Fig. 1: run 1, placed cells, one color a class
(4 px per um)
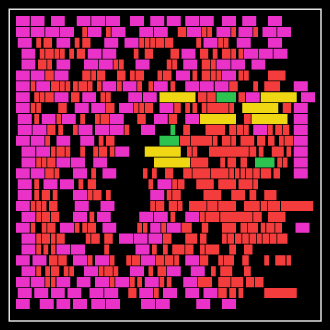
Fig. 2: run 1, cell placement
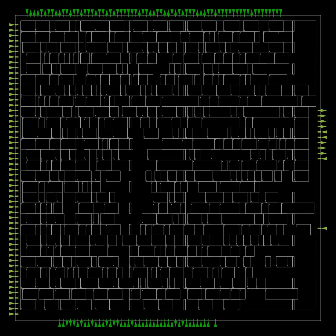
Fig. 3: run 1, routed metal, one color a layer
(4 px per um) Only two layers are drawn.
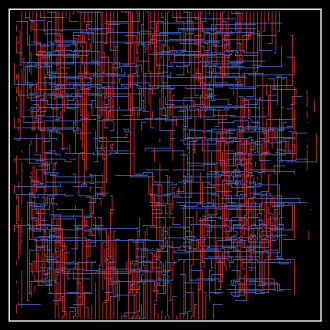
$ cat src/rtl/bsg_mcl_rcv_slot_arbiter_pkg.sv
// Shared widths and defaults for the manycore-link receive slot arbiter.
// The default packet length is the mc fifo width split into AXIL words.
package bsg_mcl_rcv_slot_arbiter_pkg;

    localparam int mc_fifo_width_lp = 128;
    localparam int axil_width_lp    = 32;
    localparam int words_per_pkt_lp = mc_fifo_width_lp / axil_width_lp;

    function automatic int safe_clog2(input int n);
        return (n > 1) ? $clog2(n) : 1;
    endfunction

endpackage

$ cat src/rtl/bsg_mcl_rcv_slot_arbiter_if.sv
// Slot-side and host-side signals of the receive slot arbiter.
// The arbiter uses the slave modport; the driver of slots/consumer uses master.
interface bsg_mcl_rcv_slot_arbiter_if
    import bsg_mcl_rcv_slot_arbiter_pkg::*;
#(
    parameter int num_slots_p = 4,
    parameter int width_p     = 32,
    parameter int idx_w_p     = safe_clog2(num_slots_p)
) ();

    logic [num_slots_p-1:0]         v_i;
    logic [num_slots_p*width_p-1:0] data_i;
    logic [num_slots_p-1:0]         yumi_o;
    logic [num_slots_p-1:0]         slot_en_i;
    logic                           v_o;
    logic [width_p-1:0]             data_o;
    logic [idx_w_p-1:0]             slot_o;
    logic                           last_o;
    logic                           ready_i;
    logic                           busy_o;

    modport slave (
        input  v_i, data_i, slot_en_i, ready_i,
        output yumi_o, v_o, data_o, slot_o, last_o, busy_o
    );

    modport master (
        output v_i, data_i, slot_en_i, ready_i,
        input  yumi_o, v_o, data_o, slot_o, last_o, busy_o
    );

endinterface

$ cat src/rtl/bsg_mcl_rr_pick.sv
// Round-robin pick: first requester at or after the pointer, wrapping.
// Purely combinational; produces one-hot grant, index and found flag.
module bsg_mcl_rr_pick
    import bsg_mcl_rcv_slot_arbiter_pkg::*;
#(
    parameter int num_p = 4,
    parameter int idx_w_p = safe_clog2(num_p)
) (
    input  logic [num_p-1:0]   req_i,
    input  logic [idx_w_p-1:0] ptr_i,
    output logic [num_p-1:0]   grant_oh_o,
    output logic [idx_w_p-1:0] grant_idx_o,
    output logic               found_o
);

    int j;

    always_comb begin
        grant_oh_o  = '0;
        grant_idx_o = '0;
        found_o     = 1'b0;
        j           = 0;
        for (int k = 0; k < num_p; k++) begin
            j = int'(ptr_i) + k;
            if (j >= num_p) j = j - num_p;
            if (!found_o && req_i[j]) begin
                found_o       = 1'b1;
                grant_idx_o   = idx_w_p'(j);
                grant_oh_o[j] = 1'b1;
            end
        end
    end

endmodule

$ cat src/rtl/bsg_mcl_rcv_slot_arbiter.sv
// Packet-atomic round-robin arbiter sharing one serial read port
// between the per-slot receive downsizers of the manycore link.
module bsg_mcl_rcv_slot_arbiter
    import bsg_mcl_rcv_slot_arbiter_pkg::*;
#(
    parameter int num_slots_p     = 4,
    parameter int width_p         = 32,
    parameter int words_per_pkt_p = words_per_pkt_lp
) (
    input logic                     clk_i,
    input logic                     reset_i,
    bsg_mcl_rcv_slot_arbiter_if.slave io
);

    localparam int iw_lp = safe_clog2(num_slots_p);
    localparam int cw_lp = safe_clog2(words_per_pkt_p);

    logic             locked_q, locked_d;
    logic [iw_lp-1:0] owner_q, owner_d;
    logic [iw_lp-1:0] ptr_q, ptr_d;
    logic [cw_lp-1:0] cnt_q, cnt_d;

    logic [num_slots_p-1:0] pick_oh;
    logic [num_slots_p-1:0] own_oh;
    logic [iw_lp-1:0]       pick_idx;
    logic                   pick_found;

    logic [iw_lp-1:0] grant_idx;
    logic             has_grant;
    logic             v;
    logic             last;
    logic             xfer;

    bsg_mcl_rr_pick #(
        .num_p(num_slots_p)
    ) u_pick (
        .req_i      (io.v_i & io.slot_en_i),
        .ptr_i      (ptr_q),
        .grant_oh_o (pick_oh),
        .grant_idx_o(pick_idx),
        .found_o    (pick_found)
    );

    // A locked owner keeps the port even when its slot is disabled.
    assign grant_idx = locked_q ? owner_q : pick_idx;
    assign has_grant = locked_q | pick_found;
    assign own_oh    = num_slots_p'(1) << owner_q;

    assign v    = ~reset_i & has_grant & io.v_i[grant_idx];
    assign last = v & (cnt_q == cw_lp'(words_per_pkt_p - 1));
    assign xfer = v & io.ready_i;

    assign io.v_o    = v;
    assign io.last_o = last;
    assign io.busy_o = locked_q & ~reset_i;
    assign io.slot_o = has_grant ? grant_idx : '0;
    assign io.data_o =
        io.data_i[int'(grant_idx)*width_p +: width_p];
    assign io.yumi_o =
        xfer ? (locked_q ? own_oh : pick_oh) : '0;

    always_comb begin
        locked_d = locked_q;
        owner_d  = owner_q;
        ptr_d    = ptr_q;
        cnt_d    = cnt_q;
        if (xfer) begin
            if (last) begin
                cnt_d    = '0;
                locked_d = 1'b0;
                ptr_d    = (grant_idx == iw_lp'(num_slots_p - 1))
                         ? '0 : grant_idx + iw_lp'(1);
            end else begin
                cnt_d    = cnt_q + cw_lp'(1);
                locked_d = 1'b1;
                owner_d  = grant_idx;
            end
        end
    end

    always_ff @(posedge clk_i or posedge reset_i) begin
        if (reset_i) begin
            locked_q <= 1'b0;
            owner_q  <= '0;
            ptr_q    <= '0;
            cnt_q    <= '0;
        end else begin
            locked_q <= locked_d;
            owner_q  <= owner_d;
            ptr_q    <= ptr_d;
            cnt_q    <= cnt_d;
        end
    end

endmodule
$ cat src/flat_wrapper.sv
// flat-port wrapper written by rule: the top's interface ports become plain ports
module bsg_mcl_rcv_slot_arbiter_flat import bsg_mcl_rcv_slot_arbiter_pkg::*;
#(
    parameter int num_slots_p     = 4,
    parameter int width_p         = 32,
    parameter int words_per_pkt_p = words_per_pkt_lp
)
  (clk_i, reset_i, io_v_i, io_data_i, io_slot_en_i, io_ready_i, io_yumi_o, io_v_o, io_data_o, io_slot_o, io_last_o, io_busy_o);
  bsg_mcl_rcv_slot_arbiter_if #(.num_slots_p(num_slots_p), .width_p(width_p)) io_i ();
  input logic clk_i;
  input logic reset_i;
  input wire logic [$bits(io_i.v_i)-1:0] io_v_i;
  input wire logic [$bits(io_i.data_i)-1:0] io_data_i;
  input wire logic [$bits(io_i.slot_en_i)-1:0] io_slot_en_i;
  input wire logic [$bits(io_i.ready_i)-1:0] io_ready_i;
  output wire logic [$bits(io_i.yumi_o)-1:0] io_yumi_o;
  output wire logic [$bits(io_i.v_o)-1:0] io_v_o;
  output wire logic [$bits(io_i.data_o)-1:0] io_data_o;
  output wire logic [$bits(io_i.slot_o)-1:0] io_slot_o;
  output wire logic [$bits(io_i.last_o)-1:0] io_last_o;
  output wire logic [$bits(io_i.busy_o)-1:0] io_busy_o;
  assign io_i.v_i = io_v_i;
  assign io_i.data_i = io_data_i;
  assign io_i.slot_en_i = io_slot_en_i;
  assign io_i.ready_i = io_ready_i;
  assign io_yumi_o = io_i.yumi_o;
  assign io_v_o = io_i.v_o;
  assign io_data_o = io_i.data_o;
  assign io_slot_o = io_i.slot_o;
  assign io_last_o = io_i.last_o;
  assign io_busy_o = io_i.busy_o;
  bsg_mcl_rcv_slot_arbiter #(.num_slots_p(num_slots_p), .width_p(width_p), .words_per_pkt_p(words_per_pkt_p)) u_core (.clk_i(clk_i), .reset_i(reset_i), .io(io_i));
endmodule
$ cat config.mk
export PLATFORM = sky130hd
export DESIGN_NAME = bsg_mcl_rcv_slot_arbiter_flat
export DESIGN_NICKNAME = d
export VERILOG_FILES = /design/src/rtl/bsg_mcl_rcv_slot_arbiter_pkg.sv /design/src/rtl/bsg_mcl_rcv_slot_arbiter_if.sv /design/src/rtl/bsg_mcl_rr_pick.sv /design/src/rtl/bsg_mcl_rcv_slot_arbiter.sv /design/src/flat_wrapper.sv
export SDC_FILE = /design/constraint.sdc
export NUM_CORES = 1
export LEC_CHECK = 0
export CORE_UTILIZATION = 35
export DETAILED_ROUTE_END_ITERATION = 10
export MAX_ROUTING_LAYER = met4
export PLACE_DENSITY = 0.89
export SYNTH_ARGS = -nofsm -noshare
export SYNTH_HDL_FRONTEND = slang
export SYNTH_SLANG_ARGS = --single-unit
$ cat constraint.sdc
create_clock -name clk_i -period 9.7 [get_ports clk_i]
set_input_delay 1.94 -clock clk_i [delete_from_list [all_inputs] [get_ports clk_i]]
set_output_delay 1.94 -clock clk_i [all_outputs]
set_load 0.02 [all_outputs]
==> results.py, run 1 <==
# Flow results
metrics = {
    "critical_path": {
        "crit_chain": "clkdlybuf4s50_1 -> and2_0 -> mux4_2 -> nor2_4 -> or3_1 -> o2bb2ai_4 -> inv_2 -> and3_1 -> a31oi_1 -> clkdlybuf4s50_1",
        "path_max_fanout": 38,
        "reg2reg_slack_ns": 5.55,
        "crit_required_ns": 7.76,
        "crit_start": "io_v_i[1]",
        "crit_top_cell": "clkdlybuf4s50_1",
        "crit_type": "input port to output port",
        "crit_cells": 10,
        "crit_arrival_ns": 5.83,
        "path_buffers": 3,
        "crit_family": "buffers and inverters",
        "critPathCaptureType": "output port",
    },
    "yosys": {
        "common_cells": "144 x nand2_1, 34 x a31oi_1, 34 x and3_1, 20 x clkbuf_1, 13 x a21oi_1",
        "top_cells_by_area": "nand2_1 27%, a31oi_1 11%, and3_1 11%",
        "yosys_cells": 342,
        "synthDistinctLibCells": 43,
        "synthCells": 342,
        "ys_area_um2": 2000,
        "syn_nets": 490,
        "ys_seq_share_pct": 8.77,
        "synth_area_um2": 2000,
        "yosysTopAreaCell": "nand2_1",
        "edf_count": 0,
        "yosys_warnings": 0,
    },
    "cells_and_area": {
        "logic_gate_count": 301,
        "final-clk-cell-share_pct": 1.17,
        "regArea_um2": 175,
        "fin_cells": 572,
        "design_area_um2": 3830,
        "signal_buffers": 180,
        "final_nets": 649,
        "seq_area_share_pct": 4.57,
        "nNonClkInverters": 8,
        "comb_share_pct": 44.2,
        "final_layout_size_suffix_gt1_share_pct": 3.60,
        "syn2layout_area_growth_pct": 91.9,
        "n_antenna_cell": 0,
        "combGateArea_um2": 1700,
        "flops": 7,
        "final_common_cell": "clkdlybuf4s50_1",
        "top_area_cell_class": "non-clock buffers",
    },
    "clock_tree": {
        "post_cts_resized": 0,
        "clk_pin_slew_ns": 0.04,
        "cts_hold_buf": 0,
        "clock_sinks": 7,
        "cts_tree": "yes",
        "post-cts-setup-buffers": 0,
        "cts.path.max_buffers": 2,
    },
    "place": {
        "dp.cells": 568,
        "place_hpwl_um": 6990,
        "place_area_um2": 3790,
        "pre_cts_ws_ns": 1.93,
        "gp_congestion": 0.921,
        "io_buffers": 179,
    },
    "power": {
        "p_leak_nw": 1.66,
        "ir_drop_v": 0.000164,
        "power_w": 0.000888,
        "power_density_nw_per_um2": 232,
    },
    "outcome": {
        "outcome": "finished clean",
    },
    "job": {
        "warning_count": 33,
        "maxCapViolations": 0,
    },
    "final_timing": {
        "setup_ws_ns": 1.93,
        "rsz0062_at_grt": "false",
        "report.final.slew_viol_count": 0,
        "hold_viol_final": 0,
        "tightest_slew_ns": 1.05,
        "fmaxAchievable_mhz": 129,
        "min_period_over_period_pct": 80.1,
        "clock_skew_ns": 0.00373,
        "slew_headroom_pct": 30.2,
    },
    "floorplanning": {
        "die_w_um": 77.6,
        "chipArea_um2": 6020,
        "fp_util_pct": 36.3,
        "die_h_um": 77.6,
    },
    "global_routing": {
        "overflow": 0,
        "grt_pass1_vias": 3012,
        "grt_max_degree": 68,
    },
    "drt": {
        "antenna_left": 0,
        "dr.pass1.iters": 5,
        "drc": 0,
        "viasPerCell": 5.55,
        "drtIter0Drc": 257,
    },
    "min_path": {
        "hp-class": "flip-flop to flip-flop",
        "whs_path_depth": 1,
    },
}
Notes on Fig. 1 above:
Red stands for all other logic, cells 309, share of their area 46%. Magenta stands for other buffers and delay cells, cells 180, share of their area 48%. Green stands for clock drivers and dummy loads, cells 4, share of their area 1.2%. Yellow stands for flops, cells 7, share of their area 4.7%.

Notes on Fig. 2 above:
final core occ: 69.6%
tap cell count: 72
core area: 5510 um2
FILL cells: 478

Notes on Fig. 3 above:
Red stands for met2, wire length 4580 um. Blue stands for met1, wire length 3220 um.
gr usage total: 28.9%
final WL: 8720 um
WL/cell: 15.2 um
overall via count from detail_route: 3172

run 1: registers in the layout, summed over array words and instances (netlist names):
name,cells
u_core.owner_q,2
u_core.locked_q,1
u_core.cnt_q,2
u_core.ptr_q,2
run 1: power by group:
part	leakage (nW)	internal (W)	total, W	switching (W)
Clock	0.0228	0.0000286	0.0000430	0.0000144
Sequential	0.0850	0.0000396	0.0000632	0.0000236
Combinational	1.56	0.000353	0.000782	0.000429
run 1: per-layer routing:
layer	global-route usage [%]	vias up	share of wire, %
met5	-	-	0
met4	12.1	0	3.9
met3	3.41	33	6.5
met2	53.2	165	53
met1	31.2	1457	37
li1	-	1517	-
run 1: logic make-up after synthesis:
logic type	share of synthesized area [%]
AOI/OAI and AO/OA	24.6
and+or+nand+nor	47.0
DFF	8.77
adders and majority gates	5.64
muxes	6.95
buffers and inverters	7.08
Fig. 4: run 1, cell area per tile
(4 px per um) 8 x 8 tiles, from black (low) to pale yellow (high), 0 to 100% covered.
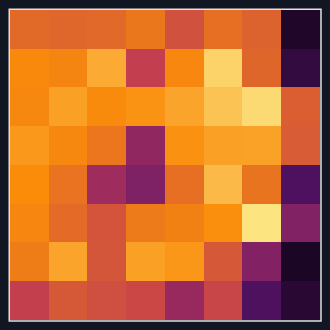

==> run 2, diff against run 1 <==
--- a/config.mk
+++ b/config.mk
@@ -5,10 +5,10 @@
 export SDC_FILE = /design/constraint.sdc
 export NUM_CORES = 1
 export LEC_CHECK = 0
-export CORE_UTILIZATION = 35
+export CORE_UTILIZATION = 29
 export DETAILED_ROUTE_END_ITERATION = 10
 export MAX_ROUTING_LAYER = met4
-export PLACE_DENSITY = 0.89
+export PLACE_DENSITY = 0.79
 export SYNTH_ARGS = -nofsm -noshare
 export SYNTH_HDL_FRONTEND = slang
 export SYNTH_SLANG_ARGS = --single-unit
==> constraint.sdc (replaced) <==
create_clock -name clk_i -period 6.5 [get_ports clk_i]
set_input_delay 1.3 -clock clk_i [delete_from_list [all_inputs] [get_ports clk_i]]
set_output_delay 1.3 -clock clk_i [all_outputs]
set_load 0.02 [all_outputs]
Fig. 5: run 2, cell area per tile
(4 px per um) 9 x 9 tiles, from black (low) to pale yellow (high), 0 to 100% covered.
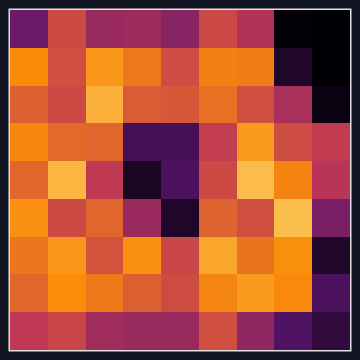
The mean over all tiles is 52%. 15% of the tiles are over 75% full. 3.7% of the tiles are nearly empty. The fullest tile reaches 86%. The emptiest ninth of the die: upper right.
final core occ: 59.7%
Starting Density: 30.8%

Fig. 6: run 2, the metal 3 layer
(4 px per um)
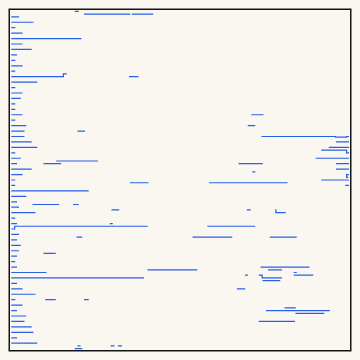
The layer carries 517 um of wire. The wires run mostly horizontal.
final WL: 8680 um
GR Util met3: 3.31%
overall via count from detail_route: 3098

==> results.py, run 2 <==
# Flow results
metrics = {
    "outcome": {
        "outcome": "finished clean",
    },
    "critical_path": {
        "critPathCaptureType": "output port",
        "slowest_delay_ns": 0.64,
        "crit_start": "io_v_i[2]",
        "rr_startpoint": "u_core.ptr_q[0]",
        "cp_slowest_cell": "clkdlybuf4s50_1",
        "crit_arrival_ns": 4.55,
        "crit_required_ns": 5.20,
        "cp-start-kind": "input port",
        "crit_family": "buffers and inverters",
        "path_buffers": 4,
        "reg2reg_slack_ns": 2.94,
        "crit_top_cell": "clkdlybuf4s50_1",
        "path_max_fanout": 34,
        "crit_type": "input port to output port",
        "crit_chain": "clkdlybuf4s50_1 -> and2_1 -> mux4_2 -> nor2_4 -> or3_1 -> o2bb2ai_4 -> buf_4 -> inv_2 -> and3_1 -> a31oi_1 -> clkdlybuf4s50_1",
    },
    "drt": {
        "antenna_left": 0,
        "wire_per_inst_um": 14.9,
        "dr.pass1.iters": 4,
        "drc": 0,
        "viasPerCell": 5.32,
        "drtIter0Drc": 140,
    },
    "clock_tree": {
        "root_buffer": "clkbuf_8",
        "insertion_delay_ns": 0.23,
        "clock_sinks": 7,
        "numCtsBuffers": 3,
        "post-cts-setup-buffers": 0,
        "h-tree-depth": 1,
        "post_cts_resized": 0,
        "cts.path.max_buffers": 2,
        "clk_pin_slew_ns": 0.04,
        "cts_tree": "yes",
        "cts_hold_buf": 0,
    },
    "job": {
        "maxCapViolations": 0,
        "warning_count": 33,
    },
    "place": {
        "place_hpwl_um": 7060,
        "dp.cells": 578,
        "gp_congestion": 0.863,
        "place_area_um2": 3830,
        "io_buffers": 179,
        "pre_cts_ws_ns": 0.672,
    },
    "cells_and_area": {
        "final_common_cell": "clkdlybuf4s50_1",
        "num-fill-cells": 619,
        "final_nets": 654,
        "final_layout_size_suffix_gt1_share_pct": 4.55,
        "syn2layout_area_growth_pct": 94.1,
        "most-common-layout-cells": "179 x clkdlybuf4s50_1, 144 x nand2_1, 34 x and3_1, 34 x a31oi_1, 13 x a21oi_1",
        "design_area_um2": 3880,
        "largestRegisters": "u_core.cnt_q: 2 flops, u_core.owner_q: 2 flops, u_core.ptr_q: 2 flops",
        "n_antenna_cell": 0,
        "fin_cells": 582,
    },
    "power": {
        "power_density_nw_per_um2": 346,
        "p_seq_w": 0.0000933,
        "p_leak_nw": 1.69,
        "maxPowerGroup": "combinational logic",
        "ir_drop_v": 0.000160,
        "p_int_w": 0.000645,
        "power_switching_w": 0.000698,
        "pg_comb_w": 0.00119,
        "clk-power_w": 0.0000620,
        "sw_frac_of_total_pct": 52.0,
        "power_w": 0.00134,
        "pwr-share-comb_pct": 88.4,
        "power_frac_clock_pct": 4.6,
        "seqPwrFrac_pct": 6.9,
    },
    "global_routing": {
        "grt_pass1_wl_um": 13500,
        "grt_use_met1_pct": 24.8,
        "overflow": 0,
        "antenna_found_initial": 0,
        "grt_max_degree": 45,
        "track_usage_pct": 23.6,
        "grt_busiest_layer": "met2",
        "grt_pass1_vias": 3036,
        "grt_use_met2_pct": 44.9,
    },
    "yosys": {
        "flop_cell": "dfrtp_1",
        "yosys_warnings": 0,
        "ys_seq_share_pct": 8.77,
        "edf_count": 0,
        "synth_top_area_share_pct": 27.1,
        "async_reset_ff_share_pct": 100,
        "synthCells": 342,
        "yosys_cells": 342,
        "syn_nets": 490,
        "synth-simple-area-share_pct": 47.0,
        "synth_flops": 7,
        "synth-compound-area-share_pct": 24.6,
        "top_logic_kind": "simple AND/OR/NAND/NOR gates",
        "synthMostInstantiatedCell": "nand2_1",
        "ys_area_um2": 2000,
        "top_cells_by_area": "nand2_1 27%, a31oi_1 11%, and3_1 11%",
        "xor_share_pct": 0,
        "ys_sh_mux_pct": 6.95,
        "ys_sh_adder_pct": 5.64,
        "common_cells": "144 x nand2_1, 34 x a31oi_1, 34 x and3_1, 20 x clkbuf_1, 13 x a21oi_1",
        "yosysTopAreaCell": "nand2_1",
        "synth_area_per_cell_um2": 5.84,
        "synthDistinctLibCells": 43,
        "synth_area_um2": 2000,
    },
    "floorplanning": {
        "io_pins": 180,
        "die_h_um": 85.0,
        "rows": 29,
        "chipArea_um2": 7230,
        "die_w_um": 85.0,
        "core_area_um2": 6490,
    },
    "final_timing": {
        "fin_crit_ns": 5.85,
        "min_period_over_period_pct": 90.1,
        "rsz0062_at_grt": "false",
        "fmaxAchievable_mhz": 171,
        "clock_skew_ns": 0.00131,
        "tightest_slew_ns": 0.823,
        "setup_viol": 0,
        "hold_viol_final": 0,
        "slew_headroom_pct": 44.3,
        "hold-worst-slack_ns": 0.511,
        "setup_ws_ns": 0.646,
        "report.final.slew_viol_count": 0,
        "setup_tns_ns": 0,
    },
    "min_path": {
        "hp-class": "flip-flop to flip-flop",
        "min_from": "u_core.cnt_q[0]",
    },
}
-- run 2: cell counts after synthesis --
No cell type changed its count.
-- run 2: final timing paths --
path                                      to  cells past startpoint
min in group asynchronous  u_core.owner_q[0]                      2
max in group asynchronous    u_core.cnt_q[1]                      2
max                            io_data_o[16]                     11
max reg2reg                  u_core.cnt_q[1]                      8
min                          u_core.cnt_q[0]                      1
min reg2reg                  u_core.cnt_q[0]                      1
-- run 2: cell type report --
type	count	area, um2	share of cell area, %
clock buffers	4	45.0	1.16
inverters	8	30.0	0.774
flip-flops and latches	7	175	4.52
multi-input cells	301	1700	43.7
repair buffers	185	1840	47.4
well taps	77	96.3	2.48
-- run 2: routing by layer --
metal / vias to the layer above / routed length [um]
met5: - / 0
met4: 0 / 252
met1: 1406 / 3240
met2: 138 / 4670
li1: 1531 / -
met3: 23 / 517
Fig. 7: run 2, routed metal, one color a layer
(4 px per um) Only two layers are drawn.
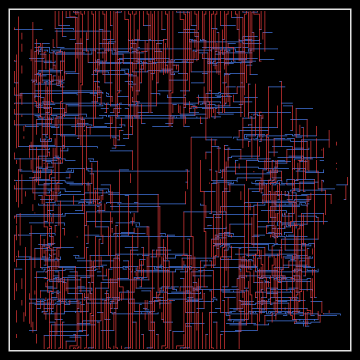

==> run 3, diff against run 2 <==
--- a/config.mk
+++ b/config.mk
@@ -5,6 +5,7 @@
 export SDC_FILE = /design/constraint.sdc
 export NUM_CORES = 1
 export LEC_CHECK = 0
+export ABC_AREA = 1
 export CORE_UTILIZATION = 29
 export DETAILED_ROUTE_END_ITERATION = 10
 export MAX_ROUTING_LAYER = met4
Fig. 8: run 3, routed metal, one color a layer
(4 px per um) Only two layers are drawn.
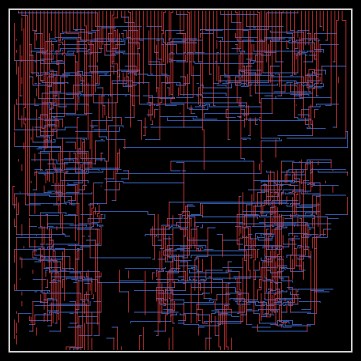
Blue stands for met1, wire length 3400 um. Red stands for met2, wire length 4560 um.
final WL: 8660 um
gr usage total: 22.7%
WL/cell: 15.0 um

Fig. 9: run 3, the metal 3 layer
(4 px per um)
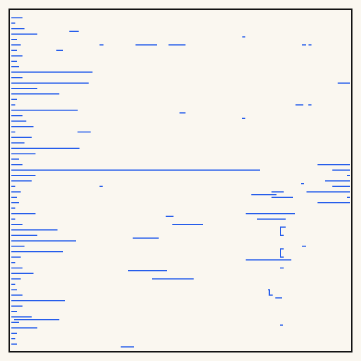
overall via count from detail_route: 3002
GR Util met3: 3.11%

==> results.py, run 3 <==
# Flow results
metrics = {
    "outcome": {
        "outcome": "finished clean",
    },
    "floorplanning": {
        "chipArea_um2": 7270,
        "fp_util_pct": 30.8,
    },
    "yosys": {
        "synth_area_per_cell_um2": 5.96,
        "synthMostInstantiatedCell": "nand2_1",
        "yosys_cells": 337,
        "top_logic_kind": "simple AND/OR/NAND/NOR gates",
        "synth_area_um2": 2010,
        "synth-compound-area-share_pct": 25.9,
        "synth_top_area_share_pct": 26.5,
        "synthDistinctLibCells": 31,
        "yosysTopAreaCell": "nand2_1",
        "syn_nets": 485,
        "ys_seq_share_pct": 8.72,
        "edf_count": 0,
        "xor_share_pct": 0.436,
        "synthCells": 337,
    },
    "global_routing": {
        "grt_pass1_vias": 2870,
        "overflow": 0,
        "antenna_found_initial": 1,
        "grt_busiest_layer": "met2",
        "grt_use_met1_pct": 24.2,
        "grt_max_degree": 70,
        "grt_use_met2_pct": 42.7,
    },
    "critical_path": {
        "crit_chain": "clkdlybuf4s50_1 -> nand3_1 -> nand3_2 -> nand2_4 -> inv_2 -> nor2_2 -> nand3_2 -> nand2_1 -> nand2_1 -> nand2_2 -> nand2_4 -> nand3_2 -> nand2_4 -> nor2_8 -> nand2_4 -> nor3_2 -> clkdlybuf4s50_1",
        "cp-start-kind": "input port",
        "crit_type": "input port to output port",
        "critPathCaptureType": "output port",
        "path_max_fanout": 69,
        "slowest_delay_ns": 0.63,
        "crit_arrival_ns": 4.41,
    },
    "drt": {
        "dr.pass1.iters": 4,
        "m1WireLength_um": 3400,
        "met2WireLength_um": 4560,
        "viasPerCell": 5.19,
        "highest_layer": "met4",
        "drc": 0,
        "antenna_left": 0,
    },
    "final_timing": {
        "clock_skew_ns": 0.00170,
        "rsz0062_at_grt": "false",
        "slew_headroom_pct": 52.3,
        "min_period_over_period_pct": 87.8,
        "fin_crit_ns": 5.71,
        "setup_viol": 0,
        "setup_tns_ns": 0,
    },
    "job": {
        "maxCapViolations": 0,
    },
    "power": {
        "pg_comb_w": 0.00256,
        "p_seq_w": 0.0000938,
        "p_leak_nw": 1.63,
        "maxPowerGroup": "combinational logic",
        "pwr-share-comb_pct": 94.3,
        "seqPwrFrac_pct": 3.5,
        "ir_drop_v": 0.000459,
    },
    "cells_and_area": {
        "combGateArea_um2": 1620,
        "syn2layout_area_growth_pct": 90.5,
        "regArea_um2": 175,
        "buf_share_pct": 47.6,
        "final-clk-cell-share_pct": 1.18,
        "nNonClkInverters": 17,
        "final_nets": 649,
        "design_area_um2": 3830,
        "flops": 7,
        "logic_gate_count": 290,
    },
    "clock_tree": {
        "cts_tree": "yes",
        "post-cts-setup-buffers": 0,
        "numCtsBuffers": 3,
        "clk_pin_slew_ns": 0.04,
        "h-tree-depth": 1,
        "root_buffer": "clkbuf_8",
    },
    "place": {
        "dp.cells": 573,
    },
    "min_path": {
        "hp-class": "flip-flop to flip-flop",
    },
}
==> run 3: metrics by stage <==
step	power (W)	worst slack, ns
4_1_cts	0.00273	0.775
3_5_place_dp	0.00266	0.781
3_3_place_gp	0.00264	0.922
5_1_grt	0.00292	0.583
6_report	0.00272	0.795
2_1_floorplan	0.00175	2.35
==> run 3: final timing paths <==
path                       cells after the start  slack [ns]              start                 to
hold / removal                                 2        0.49  u_core.owner_q[1]  u_core.owner_q[1]
setup reg to reg                              18        3.31    u_core.ptr_q[0]    u_core.cnt_q[0]
setup / recovery                              17        0.79          io_v_i[3]       io_yumi_o[3]
max in group asynchronous                      2        4.92            reset_i  u_core.owner_q[1]
min in group asynchronous                      2        1.38            reset_i    u_core.locked_q
hold reg to reg                                2        0.49  u_core.owner_q[1]  u_core.owner_q[1]
Power is estimated from default activity; no workload was simulated.
